### Clock distribution

The bar under the picture is 100 um long.
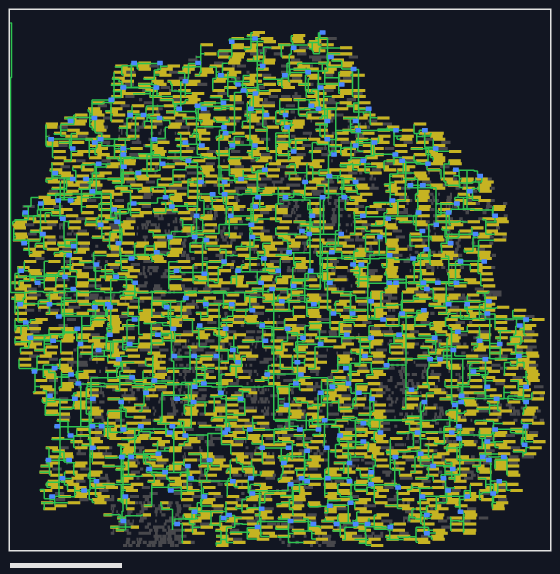
### Nets reached from selected ports

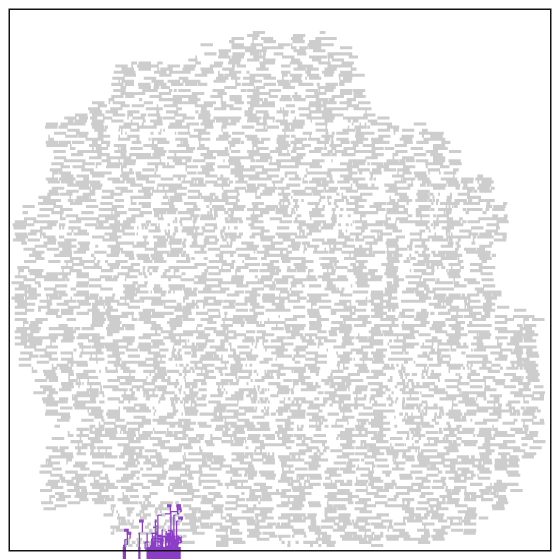
### Clock wiring as the flow saved it

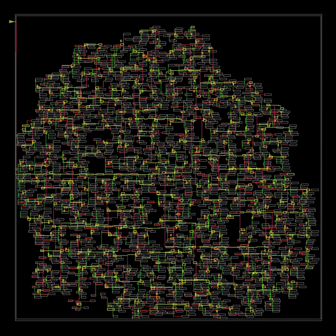
==> config.mk <==
export PLATFORM = sky130hd
export DESIGN_NAME = control_ram
export DESIGN_NICKNAME = d
export VERILOG_FILES = /design/src/rtl/control_ram_pkg.sv /design/src/rtl/control_ram_array.sv /design/src/rtl/control_ram.sv
export SDC_FILE = /design/constraint.sdc
export NUM_CORES = 2
export LEC_CHECK = 0
export CAP_MARGIN = 10
export CORE_UTILIZATION = 35
export CTS_BUF_LIST = sky130_fd_sc_hd__clkbuf_8
export DETAILED_ROUTE_END_ITERATION = 6
export PLACE_DENSITY_LB_ADDON = 0.15
export SYNTH_ARGS = -nofsm -noshare
export SYNTH_HDL_FRONTEND = slang
export SYNTH_HIERARCHICAL = 1
export SYNTH_SLANG_ARGS = --single-unit
==> constraint.sdc <==
create_clock -name clk -period 5.7 [get_ports clk]
set_input_delay 0.855 -clock clk [delete_from_list [all_inputs] [get_ports clk]]
set_output_delay 0.855 -clock clk [all_outputs]
set_load 0.05 [all_outputs]
==> results.yml <==
# generated from flow reports
routing:
  topRoutingLayerUsed: "met4"
  postRouteAntennaNets: 0
  route.met3.wl_mm: 12.74
  met1Wirelength_mm: 98.63
  met2_length_mm: 108.6
synth:
  synthCells: 3825
  synthTopCellsByArea: "edfxtp_1, mux4_2, mux2i_1, nor2_1, a22oi_1"
  enable_flop_cells: 2048
  top_area_frac: 0.7656
  top_cell: "edfxtp_1"
  synthTopCellsByCount: "edfxtp_1, mux4_2, nor2_1, mux2i_1, a22oi_1"
  synth_top_cell_by_area: "edfxtp_1"
  yosys_warnings: 6
  ys_ff: 2068
  ys_seq_share: 0.7706
  async_flop_share: 0
  syn_nets: 3870
outcome:
  run_status: "complete, no violations"
finish:
  lay_top_count: "edfxtp_1"
  nNetsFinal: 4241
critical_path:
  worstPathCellList: "nor2b_4, buf_4, a22oi_1, a21oi_1, nor4_2, nor4_2, and2_1, buf_4"
  crit_path_end_kind: "output port"
  worst_r2r_path_depth: 6
  crit_family: "simple AND/OR/NAND/NOR gates"
  cpPeakStageDelay_ps: 760
min_path:
  hp-class: "reg2reg"
global_route:
  grt_usage: 0.1938
  overflow: 0
  use_met3: 0.03326
  antenna_found_initial: 6
power:
  leakage_nw: 30.15
  internal_power_mw: 23.46
  seq_power_share: 0.543
  max-vdd-ir-drop_uv: 286.7
floorplanning:
  fp.coreArea_um2: 227700
  die_w_um: 481.1
clocking:
  h-tree-depth: 5
  cts_tree: "yes"
  cts-root-buf: "clkbuf_8"
  ctsLongestPathBuffers: 4
flow_run:
  tool_warnings: 57
placement:
  gp_congestion: 0.7973
sta:
  finalMaxSlewViolations: 0
  max_freq_mhz: 180.9
Notes on 'Clock distribution' above:
[blue] cells driving clock nets | count: 362
[green] clock wires | length: 28.2 mm
[yellow] flip-flops | count: 2068
flops lie	all over the die
Late-Pin Clk Latency: 1060 ps
clk_skew: 62.31 ps

Notes on 'Nets reached from selected ports' above:
colour	port	direction	edge	end cells	buffers	wire
purple	addr	input	bottom	14	32	711 um
io pins: 54
number of I/O port buffers: 53

Notes on 'Clock wiring as the flow saved it' above:
CLK BUF: 372
Sink Count: 2068
clock-net power: 12.4 mW
CTS buffer count: 362

-- through the flow --
stage	utilization	hold slack (ps)
after CTS	0.4027	422.9
after global placement	0.3735	470.5
after floorplan	-	458.5
after detailed placement	0.3736	491.5
final	0.4029	500.1
after global routing	0.4029	474.3
-- logic make-up (layout without fill, tap and decap cells) --
kind of cell / after synthesis / count (layout) / synth area share
xor gates and xnor gates: 3 / 3 / 0.0003272
other: 0 / 7 / 0
AOI/OAI and AO/OA: 396 / 396 / 0.03472
buffers and inverters: 241 / 878 / 0.01857
adders and majority gates: 2 / 2 / 0.0003115
and+or+nand+nor: 516 / 516 / 0.02960
muxes: 599 / 599 / 0.1459
DFF: 2068 / 2068 / 0.7706
-- power groups by stage --
stage               clock network (mW)  logic (mW)  registers (mW)
detailed placement                   0        1.51            16.8
finish                            12.4        1.54            16.5
global placement                     0        1.51            16.8
CTS                               12.7        1.57            16.5
global route                      13.3        1.62            16.5
floorplan                            0        1.01            16.8
-- worst register-to-register path, cell delays in order, from the launching register on --
cell and delay, ps:
dfxtp_1 790, nand2b_1 320, nand2_1 400, nor2_1 880
nand3_2 710, buf_4 490, nor2_1 560
-- layout make-up --
type / instances / area, um^2 / share of cell area
Sequential cell: 2068 / 61920 / 0.6748
Multi-Input combinational cell: 1516 / 17170 / 0.1871
Clock buffer: 372 / 5120 / 0.05580
Tap cell: 3009 / 3765 / 0.04103
Timing Repair Buffer: 244 / 2510 / 0.02736
Clock inverter: 258 / 1237 / 0.01349
Antenna cell: 7 / 17.52 / 0.0001909
Inverter: 4 / 15.01 / 0.0001636
-- timing repair --
action / 4_1_cts / 5_1_grt
gates resized: 18 / 2
pin swaps: 1 / 1
gates cloned: 2 / 0
setup buffers: 7 / 0
hold buffers: 0 / 0
setup endpoints to repair: 7 / 2
Power figures rest on the tool's default switching activity, not on a simulated workload.
